<file path="config.mk">
export PLATFORM = sky130hd
export DESIGN_NAME = qei_step_decoder
export DESIGN_NICKNAME = d
export VERILOG_FILES = /design/src/rtl/qei_step_decoder.sv
export SDC_FILE = /design/constraint.sdc
export NUM_CORES = 1
export LEC_CHECK = 0
export ABC_CLOCK_PERIOD_IN_PS = 4350
export CORE_MARGIN = 8
export CORE_UTILIZATION = 47
export DETAILED_ROUTE_END_ITERATION = 7
export GPL_TIMING_DRIVEN = 0
export HOLD_SLACK_MARGIN = 0.12
export PLACE_DENSITY = 0.77
export SLEW_MARGIN = 20
export SYNTH_ARGS = -nofsm -noshare
export SYNTH_HDL_FRONTEND = slang
export SYNTH_SLANG_ARGS = --single-unit
</file>
<file path="constraint.sdc">
create_clock -name clk -period 4.35 [get_ports clk]
set_clock_uncertainty 0.05 [all_clocks]
set_input_delay 0.87 -clock clk [delete_from_list [all_inputs] [get_ports clk]]
set_output_delay 0.87 -clock clk [all_outputs]
set_load 0.02 [all_outputs]
</file>
<file path="src/rtl/qei_step_decoder.sv">
// -----------------------------------------------------------------------------
// qei_step_decoder
//
// Quadrature encoder front end. Raw A/B pins are brought into the clk domain,
// glitch-filtered per channel, and decoded into one-cycle step pulses with a
// direction flag. Double transitions (both channels changing at once) are
// flagged on err and counted in a saturating counter. The downstream position
// counter consumes step/dir directly and does no edge detection itself.
//
// Handshake: there is no valid/ready pairing here. step and err are
// single-cycle strobes, mutually exclusive, and valid on the cycle they are
// high. dir is a level that changes only in the cycle where step is high.
//
// Ports
//   clk      in   1      system clock
//   rst_n    in   1      synchronous, active-low reset
//   ena      in   1      enable; low suppresses step/err and err_cnt updates
//   a_in     in   1      raw encoder channel A (asynchronous)
//   b_in     in   1      raw encoder channel B (asynchronous)
//   clr_err  in   1      synchronous clear of err_cnt (wins over increment)
//   step     out  1      one-cycle pulse per legal quadrature transition
//   dir      out  1      1 = forward, 0 = backward
//   err      out  1      one-cycle pulse on an illegal double transition
//   ab_filt  out  2      filtered {A,B}
//   err_cnt  out  ERR_W  saturating count of err pulses
// -----------------------------------------------------------------------------
module qei_step_decoder #(
  parameter int FILT_LEN = 4,
  parameter int ERR_W    = 8
) (
  input  logic             clk,
  input  logic             rst_n,
  input  logic             ena,
  input  logic             a_in,
  input  logic             b_in,
  input  logic             clr_err,
  output logic             step,
  output logic             dir,
  output logic             err,
  output logic [1:0]       ab_filt,
  output logic [ERR_W-1:0] err_cnt
);

  localparam int CNT_W = $clog2(FILT_LEN + 1);
  localparam logic [CNT_W-1:0] CNT_MAX = CNT_W'(FILT_LEN - 1);

  // Bit 1 carries channel A, bit 0 carries channel B throughout.
  logic [1:0]       r_sync1;
  logic [1:0]       r_sync2;
  logic [CNT_W-1:0] r_cnt [2];
  logic [1:0]       r_filt;
  logic [1:0]       r_prev;
  logic             r_step;
  logic             r_dir;
  logic             r_err;
  logic [ERR_W-1:0] r_err_cnt;
  logic             r_primed;
  logic [1:0]       r_fill;

  logic [1:0] w_diff;
  logic       w_legal;
  logic       w_illegal;
  logic       w_fwd;
  logic       w_live;
  logic       w_step;
  logic       w_err;
  logic       w_settled;

  // ---------------------------------------------------------------------------
  // Synchroniser and per-channel filter
  // ---------------------------------------------------------------------------
  always_ff @(posedge clk) begin
    if (!rst_n) begin
      r_sync1 <= 2'b00;
      r_sync2 <= 2'b00;
      r_filt  <= 2'b00;
      for (int i = 0; i < 2; i++) begin
        r_cnt[i] <= '0;
      end
    end else begin
      r_sync1 <= {a_in, b_in};
      r_sync2 <= r_sync1;
      for (int i = 0; i < 2; i++) begin
        if (r_sync2[i] == r_filt[i]) begin
          r_cnt[i] <= '0;
        end else if (r_cnt[i] == CNT_MAX) begin
          r_filt[i] <= r_sync2[i];
          r_cnt[i]  <= '0;
        end else begin
          r_cnt[i] <= r_cnt[i] + CNT_W'(1);
        end
      end
    end
  end

  // ---------------------------------------------------------------------------
  // Decode
  // ---------------------------------------------------------------------------
  // Legal Gray steps change exactly one bit. For a single-bit change the move
  // is forward exactly when old A differs from new B (00->01, 01->11, 11->10,
  // 10->00); every backward step has old A equal to new B.
  assign w_diff    = r_prev ^ r_filt;
  assign w_legal   = (w_diff == 2'b01) || (w_diff == 2'b10);
  assign w_illegal = (w_diff == 2'b11);
  assign w_fwd     = r_prev[1] ^ r_filt[0];
  assign w_live    = r_primed & ena;
  assign w_step    = w_live & w_legal;
  assign w_err     = w_live & w_illegal;

  // The first two cycles after reset the synchroniser still holds its reset
  // zeros rather than pin samples, so "sync2 == filt" would look settled even
  // with the pins at 11. r_fill holds off priming until real samples have
  // reached sync2; after that, priming waits for both filters to be idle and
  // agreeing with their inputs.
  assign w_settled = (r_fill == 2'd2) &&
                     (r_cnt[0] == '0) && (r_cnt[1] == '0) &&
                     (r_sync2 == r_filt);

  always_ff @(posedge clk) begin
    if (!rst_n) begin
      r_prev    <= 2'b00;
      r_step    <= 1'b0;
      r_dir     <= 1'b0;
      r_err     <= 1'b0;
      r_err_cnt <= '0;
      r_primed  <= 1'b0;
      r_fill    <= 2'd0;
    end else begin
      // prev always follows the filter, even while unprimed or disabled, so
      // no stale history can produce a burst later.
      r_prev <= r_filt;
      r_step <= w_step;
      r_err  <= w_err;

      if (w_step) begin
        r_dir <= w_fwd;
      end

      if (r_fill != 2'd2) begin
        r_fill <= r_fill + 2'd1;
      end

      if (!r_primed && w_settled) begin
        r_primed <= 1'b1;
      end

      if (clr_err) begin
        r_err_cnt <= '0;
      end else if (w_err && (r_err_cnt != '1)) begin
        r_err_cnt <= r_err_cnt + ERR_W'(1);
      end
    end
  end

  assign step    = r_step;
  assign dir     = r_dir;
  assign err     = r_err;
  assign ab_filt = r_filt;
  assign err_cnt = r_err_cnt;

endmodule

</file>
==> notes.md <==
Update from the flow run.

The flow ran to the end, and the final reports show no timing, DRC or antenna violations. The clock period could shrink to 2.37 ns. The initial standard-cell utilization of the core is 0.504. The area reported by Yosys stat is between 1000 and 1500 sq um. After routing the design area is around 1500 sq um. The top power consumer group is sequential cells. The compound-cell area share of the yosys netlist is 0.0526. The clock share of power is 0.275. The buffer levels on the longest clock path is 2. In the per-layer breakdown of the detailed-route log, met1 shows 885 um. Per the OpenROAD floorplan log, the area of the die is 4590 sq um. Counting instances, the worst hold path has a depth of 1.

The cell area that synthesis handed to floorplanning was between 1000 and 1500 sq um. Warnings raised by the tools during the run amount to 28. The final total negative setup slack is 0 ns. The number of levels in the clock H-tree is 1. The number of different library cells used by synthesis comes to 34. The script extracted a net switching power of roughly 100 uW. Per the detail_route log, met2 wirelength is roughly 1.0 mm.

The top cell type in the final layout, fill and taps aside, is dfxtp_1. Of the total synthesized cell area, the portion taken by XOR and XNOR cells is 0.0695. The worst-skew pair later-pin latency is between 0.3 and 0.4 ns. The gate count of the mapped netlist is about 120. The leading cell category by total area is sequential cells. The fraction of synthesized area in multiplexers is 0.0437. The cell count in the Yosys report is between 100 and 150. The number of inserted diodes is 0. In the routed layout, each cell is associated on average with a via count of ~4.9. The first global-routing pass estimated about 3.4 mm of wire. The startpoint of the most critical register-to-register path is ab_filt[0]$_SDFFE_PN0N_. Setup repair after global routing left no endpoint under its margin. The buffering overhead is 0.130. Averaged over all synthesized cells, the footprint is ~10 sq um. Note that the worst hold path type here is flip-flop to flip-flop.

In the post-synthesis netlist, the biggest area contributors are dfxtp_1, edfxtp_1, ha_1. The worst register-to-register path ends at err_cnt[5]$_SDFFE_PP0P_. After synthesis, the largest family of logic cells by area is simple AND/OR/NAND/NOR gates.

The cell resize tally after clock tree synthesis is 0. The internal power summed over all cells is between 300 and 400 uW. Across every metal layer, demand over resource in global routing totals 0.0940. The number of logic gates is ~85. The largest fanout of any net on the critical path is 6.

The final antenna-violating net count is 0. The wire length on met3 is around 120 um. The number of I/O pins is 19. The proportion of cell area occupied by multi-input gates is 0.393.

Max-cap violations in this run came to 0. The number of buffers added to fix hold violations after cts is 0. The clock buffer and inverter area fraction after layout is 0.0237.

The global-route met3 utilization is 0.0215. The count of yosys warnings during synthesis is 0. The number of cells on the critical path is 1. In this run the post-CTS setup repair buffer count came out at 0. By instance count after routing, the leading logic cell types are dfxtp_1, clkdlybuf4s50_1, nor2_1, inv_1. The combinational gate area is 602 sq um. The area share of fa/ha/maj cells after synthesis is 0.0894.

The cell total after placement is between 150 and 200. In this run, power in combinational logic comes to ~47 uW. The share of the Yosys chip area taken by registers is 0.493. The clock network power consumption is about 130 uW. The remaining routing DRC violations is 0.

The sink count of the clock tree is 28. The total iterations of the first detailed-routing run is 2. Once placement finished, the instance area stood at 1500 sq um. The simple-gate area share of the yosys netlist is 0.205. On the final layout, the worst hold slack is 0.408 ns. The critical path data arrival time is between 1 and 1.5 ns.

Global routing put the most usage on met2. The startpoint of the worst setup timing path is ab_filt[0]$_SDFFE_PN0N_. The clock edge transition at the registers on the reported setup and hold paths is 0.15 ns. The upper clock frequency limit is between 400 and 500 MHz. The TritonCTS clock tree is done. The number of flip-flops and latches is 28. The final HPWL from detailed placement is 1.58 mm.

The longest individual stage delay on the worst path is about 0.65 ns. The end of the critical path is ab_filt[0]. The net switching fraction of the power is 0.225. The kind of start point of the critical path is a flip-flop. Of the cells placed in the final design, the portion with a size suffix greater than 1 is 0.0811. The number of non-clock inverters in the layout is 10. The number of global-route vias before repair came to between 800 and 900. After the first detailed-routing iteration, the DRC count stood at 36. Per the OpenROAD power report, leakage power amounts to about 0.67 nW. The number of buffers created by CTS is 3. In the final report, the number of pins over their slew limit comes to 0.
[state kept, by name, indices dropped and copies added (netlist names), 2 cells and up]
name and count:
r_fill 2, err_cnt 8, r_sync1 2, r_prev 2
ab_filt 2, r_cnt 6, r_sync2 2
[Yosys cell counts]
cell,count
dfxtp_1,22
nor2_1,14
inv_1,10
and2_1,9
ha_1,9
xor2_1,8
edfxtp_1,6
mux2i_1,4
nand2_1,4
nand4_1,3
nor2b_1,3
and3_1,2
and3_2,2
nand3_1,2
nand3b_1,2
o21ai_0,2
xnor2_1,2
a21oi_1,1
and2_2,1
buf_1,1
buf_6,1
clkbuf_1,1
conb_1,1
mux2_4,1
nand2b_1,1
nand4_2,1
nor2_2,1
nor3_1,1
o211a_1,1
o211ai_1,1
o211ai_4,1
o21a_1,1
o21ai_1,1
or3_1,1
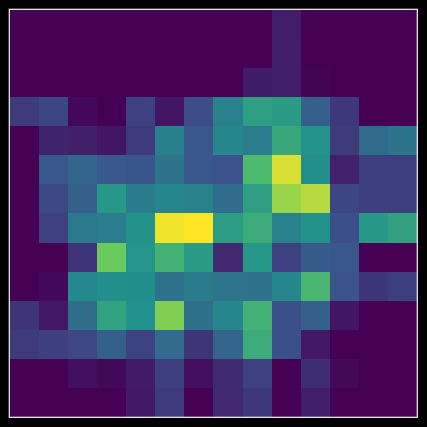
Fig. 1. Routed metal per tile.
Drawn at 6 px/um. 14 x 14 tiles, from dark purple (low) to yellow (high), scaled to the fullest tile. Values are wire area over tile area, all layers added.
mean over tiles: 0.070
densest ninth of the die: center
emptiest ninth of the die: upper left
nearly empty tiles: 35%
wire length reported by the detailed router: 2.03 mm
routed wirelength normalized by instance count: 11.4 um
total number of vias: 872

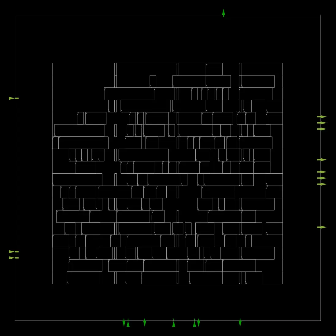
Fig. 2. Placed standard cells.
number of well-tap cells placed: 30
non-filler cells, final: 178
Core Rows: 18
fraction of the core area covered by cells at the end of the flow: 0.613
sequential share of cell area: 0.405

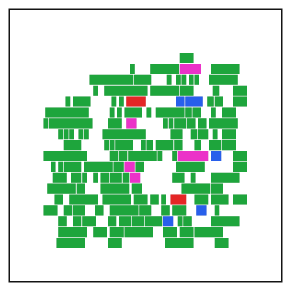
Fig. 3. Cells by drive strength.
Drawn at 4 px/um.
[drive 2] blue | cells: 5
[drive 3 to 4] magenta | cells: 5
[drive 1 or less] green | cells: 136
[drive 6 and up] red | cells: 2
worst setup margin: 1.98 ns
area growth from synthesis to final layout: 21.6%
non-clock buffer count: 21

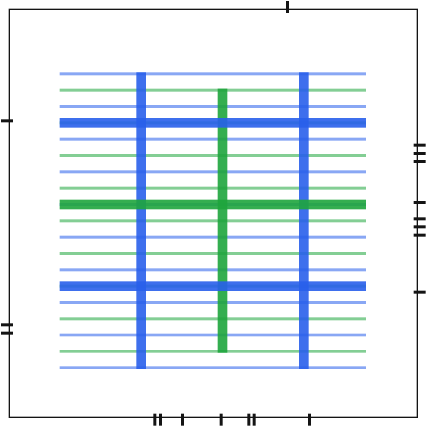
Fig. 4. Power grid.
Drawn at 6 px/um. Pins as bars on the die edge.
[VDD] green
[VSS] blue
met1 rails: 19
met4 straps: 3
core area: 2500 sq um
die width: 67.8 um
height of the die: 67.8 um
peak supply drop: 0.000191 V

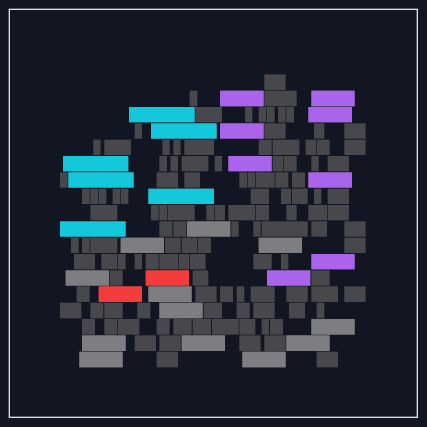
Fig. 5. Where the registers sit.
Drawn at 6 px/um. Other sequential cells in the stronger gray, the rest of the logic in the fainter gray.
[`r_cnt`] cyan | sequential cells: 6
[`err_cnt`] purple | sequential cells: 8
[`ab_filt`] red | sequential cells: 2
combined flip-flop and latch cell area: 621 sq um
sequential power: 285 uW

No activity file was given, so power comes from the tool's default toggle rates.
